Fig. 1: clock nets
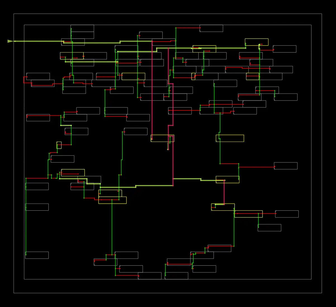
Fig. 2: close-up of the layout
Region (81, 73) to (101, 93) um. Cells in grey, sequential cells in the stronger grey; small squares are vias.
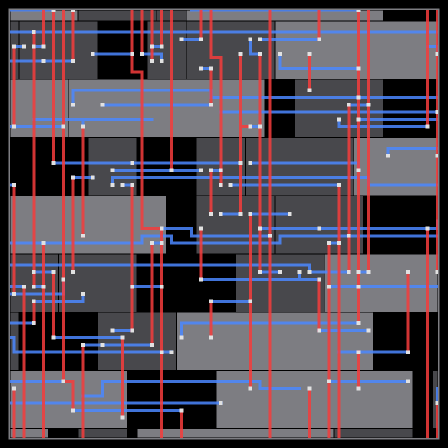
Fig. 3: I/O nets highlighted
Scale: 3 px per um.
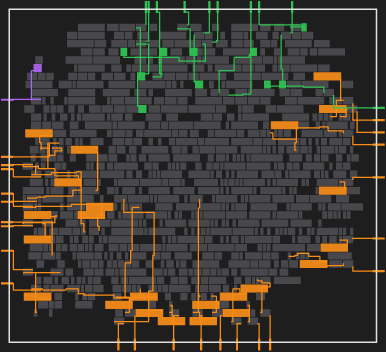
Fig. 4: M2 wires
Scale: 3 px per um. Cells faint in the background.
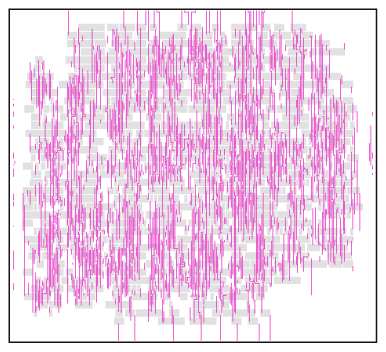
Fig. 5: signal wires by layer
Scale: 4 px per um. Two of the layers only.
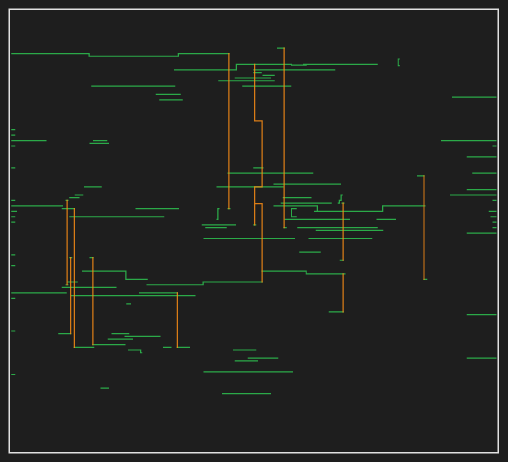
### config.mk
export PLATFORM = sky130hd
export DESIGN_NAME = output_forward_mac
export DESIGN_NICKNAME = d
export VERILOG_FILES = /design/src/rtl/nn_pkg.sv /design/src/rtl/act_buffer.sv /design/src/rtl/output_forward_mac.sv
export SDC_FILE = /design/constraint.sdc
export NUM_CORES = 1
export LEC_CHECK = 0
export ABC_AREA = 0
export CAP_MARGIN = 20
export CORE_ASPECT_RATIO = 0.9
export CORE_MARGIN = 4
export CORE_UTILIZATION = 55
export DETAILED_ROUTE_END_ITERATION = 7
export GPL_ROUTABILITY_DRIVEN = 0
export GPL_TIMING_DRIVEN = 1
export PLACE_DENSITY = 0.77
export SLEW_MARGIN = 5
export SYNTH_ARGS = -nofsm -noshare
export SYNTH_HDL_FRONTEND = slang
export SYNTH_SLANG_ARGS = --single-unit
### constraint.sdc
create_clock -name clk_i -period 4.7 [get_ports clk_i]
set_input_delay 0.94 -clock clk_i [delete_from_list [all_inputs] [get_ports clk_i]]
set_output_delay 0.94 -clock clk_i [all_outputs]
set_load 0.05 [all_outputs]
### src/rtl/nn_pkg.sv
// Shared widths and FSM encoding for the forward-pass output neuron.
package nn_pkg;

    localparam int HID_W   = 10;
    localparam int WGT_W   = 8;
    localparam int PROD_W  = HID_W + WGT_W;
    localparam int FINAL_W = 23;

    typedef enum logic [1:0] {
        IDLE  = 2'd0,
        ACCUM = 2'd1,
        DONE  = 2'd2
    } state_t;

endpackage

### src/rtl/act_buffer.sv
// Hidden-activation register file: one synchronous write port, one async read port.
module act_buffer
    import nn_pkg::*;
#(
    parameter int DEPTH = 4,
    parameter int IDX_W = 5
) (
    input  logic             clk_i,
    input  logic             rst_i,
    input  logic             we_i,
    input  logic [IDX_W-1:0] waddr_i,
    input  logic [HID_W-1:0] wdata_i,
    input  logic [IDX_W-1:0] raddr_i,
    output logic [HID_W-1:0] rdata_o
);

    logic [HID_W-1:0] mem [DEPTH];

    always_ff @(posedge clk_i or posedge rst_i) begin
        if (rst_i) begin
            for (int i = 0; i < DEPTH; i++) mem[i] <= '0;
        end else if (we_i) begin
            for (int i = 0; i < DEPTH; i++) begin
                if (waddr_i == IDX_W'(i)) mem[i] <= wdata_i;
            end
        end
    end

    // Decoded mux so out-of-range addresses fall through to zero.
    always_comb begin
        rdata_o = '0;
        for (int i = 0; i < DEPTH; i++) begin
            if (raddr_i == IDX_W'(i)) rdata_o = mem[i];
        end
    end

endmodule

### src/rtl/output_forward_mac.sv
// Output neuron forward pass: serial h*w MAC over N_HIDDEN pairs with activation replay buffer.
module output_forward_mac
    import nn_pkg::*;
#(
    parameter int N_HIDDEN = 4,
    parameter int IDX_W    = 5
) (
    input  logic               clk_i,
    input  logic               rst_i,
    input  logic               start_i,
    input  logic               in_valid_i,
    output logic               in_ready_o,
    input  logic [HID_W-1:0]   hidden_i,
    input  logic [WGT_W-1:0]   w_i,
    output logic [FINAL_W-1:0] final_o,
    output logic               final_valid_o,
    input  logic [IDX_W-1:0]   rd_idx_i,
    output logic [HID_W-1:0]   hidden_val_o,
    output logic               busy_o
);

    localparam logic [IDX_W-1:0] LAST_IDX = IDX_W'(N_HIDDEN - 1);

    state_t              state;
    logic [FINAL_W-1:0]  acc;
    logic [IDX_W-1:0]    idx;
    logic [PROD_W-1:0]   prod;
    logic                beat;
    logic                buf_we;

    assign in_ready_o    = (state == ACCUM);
    assign busy_o        = (state == ACCUM);
    assign final_valid_o = (state == DONE);
    assign final_o       = acc;

    assign beat   = in_valid_i & in_ready_o;
    // An abort in the same cycle discards the beat, including its buffer write.
    assign buf_we = beat & ~start_i;
    assign prod   = {{WGT_W{1'b0}}, hidden_i} * {{HID_W{1'b0}}, w_i};

    always_ff @(posedge clk_i or posedge rst_i) begin
        if (rst_i) begin
            state <= IDLE;
            acc   <= '0;
            idx   <= '0;
        end else begin
            case (state)
                IDLE: begin
                    if (start_i) begin
                        acc   <= '0;
                        idx   <= '0;
                        state <= ACCUM;
                    end
                end
                ACCUM: begin
                    if (start_i) begin
                        acc <= '0;
                        idx <= '0;
                    end else if (in_valid_i) begin
                        acc <= acc + {{(FINAL_W-PROD_W){1'b0}}, prod};
                        idx <= idx + 1'b1;
                        if (idx == LAST_IDX) state <= DONE;
                    end
                end
                DONE: begin
                    if (start_i) begin
                        acc   <= '0;
                        idx   <= '0;
                        state <= ACCUM;
                    end
                end
                default: state <= IDLE;
            endcase
        end
    end

    act_buffer #(
        .DEPTH (N_HIDDEN),
        .IDX_W (IDX_W)
    ) u_act_buffer (
        .clk_i   (clk_i),
        .rst_i   (rst_i),
        .we_i    (buf_we),
        .waddr_i (idx),
        .wdata_i (hidden_i),
        .raddr_i (rd_idx_i),
        .rdata_o (hidden_val_o)
    );

endmodule

==> results.yml <==
# physical design summary
status:
  outcome: "complete, no violations"
power:
  p_switching_w: 0.00252
run:
  warnings: 31
  drv_cap: 0
synthesis:
  ys_cells: 668
  avgSynthCellArea_sq_um: 9.61
  async_flop_share_pct: 100
  synth.area.mux_share_pct: 9.39
  ys_sh_xor_pct: 1.91
floorplanning:
  die_y_um: 111
  fp_util_pct: 56.2
  nWellTaps: 156
setup_path:
  cp.required_ns: 4.93
  slowest_delay_ns: 0.54
  path_cells: "buf_8 > buf_8 > buf_6 > and2_4 > fa_1 > fa_2 > inv_1 > fa_2 > fa_1 > inv_2 > ha_4 > a21o_4 > o21ai_2 > a21bo_2 > a21oi_2 > or3_1 > a32o_1"
timing:
  holdWs_ns: 0.502
  fin_tns_setup_ns: 0
  finalSetupViolCount: 0
  period_used_pct: 99.3
global_route:
  grt_first_pass_wirelength_um: 27200
  antenna_found_initial: 0
placed_design:
  place_inst: 912
cells_and_area:
  final_common_cell: "inv_1"
  final_util_pct: 72.4
  ff_latch_area_sq_mm: 0.00175
hold_path:
  min_path_type: "register to register"
clock_network:
  clock_sinks: 70
detailed_routing:
  antenna_left: 0
-- Fig. 1 (at the start) --
FF+latch count: 70
insertion delay at the late pin of the worst-skew pair: 0.35 ns
Final Skew: 0.00911 ns
Clk power: 0.000793 W

-- Fig. 2 (at the start) --
| layer | colour |
|---|---|
| M2 | red |
| M1 | blue |
cells with their middle in the window: 20
netlist names of flops here include: u_act_buffer.mem (7)
most frequent: dfrtp_1 (7), mux2_2 (5), mux2i_1 (4)
sequential cells in the window: 7

-- Fig. 3 (at the start) --
| port | colour | bits | direction | edge | end cells | buffers | wire |
|---|---|---|---|---|---|---|---|
| final_o | orange | 23 | output | 9 left, 8 bottom, 6 right | 23 | 23 | 845 um |
| final_valid_o | purple | 1 | output | left | 1 | 1 | 23.1 um |
| hidden_val_o | green | 10 | output | 9 top, 1 right | 10 | 10 | 337 um |
port bufs: 62
Top-Level Pins: 63

-- Fig. 4 (at the start) --
wire length on this layer: 8560 um
longest straight run: 39.8 um
main direction: vertical
Post-Route WL: 16600 um
grt met2 use: 43.8%

-- Fig. 5 (at the start) --
| layer | colour | wire length |
|---|---|---|
| M3 | green | 858 um |
| M4 | orange | 309 um |

## what timing repair did
item                       4_1_cts  5_1_grt
hold buffers                     0        0
setup buffers                    1       10
pin swaps                       19       34
setup endpoints to repair       16       12
cloned                           3        0
gates resized                   99       73
## routing by layer
layer / GRT usage (%) / part of all wire [%]
met1: 33.3 / 41
met2: 43.8 / 52
met3: 5.79 / 5.2
met4: 6.35 / 1.9
met5: 0 / 0
## worst paths after layout
kind	start	endpoint	slack, ns	cells past startpoint
max	hidden_i[7]	final_o[16]	0.03	17
min	u_act_buffer.mem[17]	u_act_buffer.mem[17]	0.50	1
max reg2reg	final_o[7]	final_o[16]	0.45	15
min reg2reg	u_act_buffer.mem[17]	u_act_buffer.mem[17]	0.50	1
max in group asynchronous	rst_i	final_o[5]	2.73	3
min in group asynchronous	rst_i	idx[2]	0.96	2
## cell usage after synthesis (2+ instances only)
master      n  area [sq um]
inv_1     122           458
dfrtp_1    70          1750
fa_1       64          1280
nand2_1    62           233
and2_1     51           319
ha_1       47           588
mux2_2     38           428
o21ai_0    32           160
clkbuf_1   24          90.1
nor2_1     21          78.8
a21oi_1    14          70.1
mux2i_1    13           130
nand3_1    11          55.1
o22ai_1    10          62.6
xor2_1      8          70.1
nor3_1      6          30.0
o21a_1      6          45.0
xnor2_1     6          52.6
a21o_1      5          37.5
nand2_4     4          45.0
nand4_1     4          25.0
a211oi_1    3          22.5
a22o_1      3          26.3
mux2_4      3          45.0
nor4_1      3          18.8
o211ai_1    3          22.5
or3_1       3          18.8
a22oi_1     2          15.0
and2b_1     2          15.0
and3_1      2          12.5
buf_1       2          7.51
o21ai_1     2          10.0
o21bai_1    2          15.0
## flip-flops by register name, indices dropped and copies added, names as in the netlist
name,cells
u_act_buffer.mem,40
state,2
final_o,23
idx,5
Power and IR drop assume default switching activity.
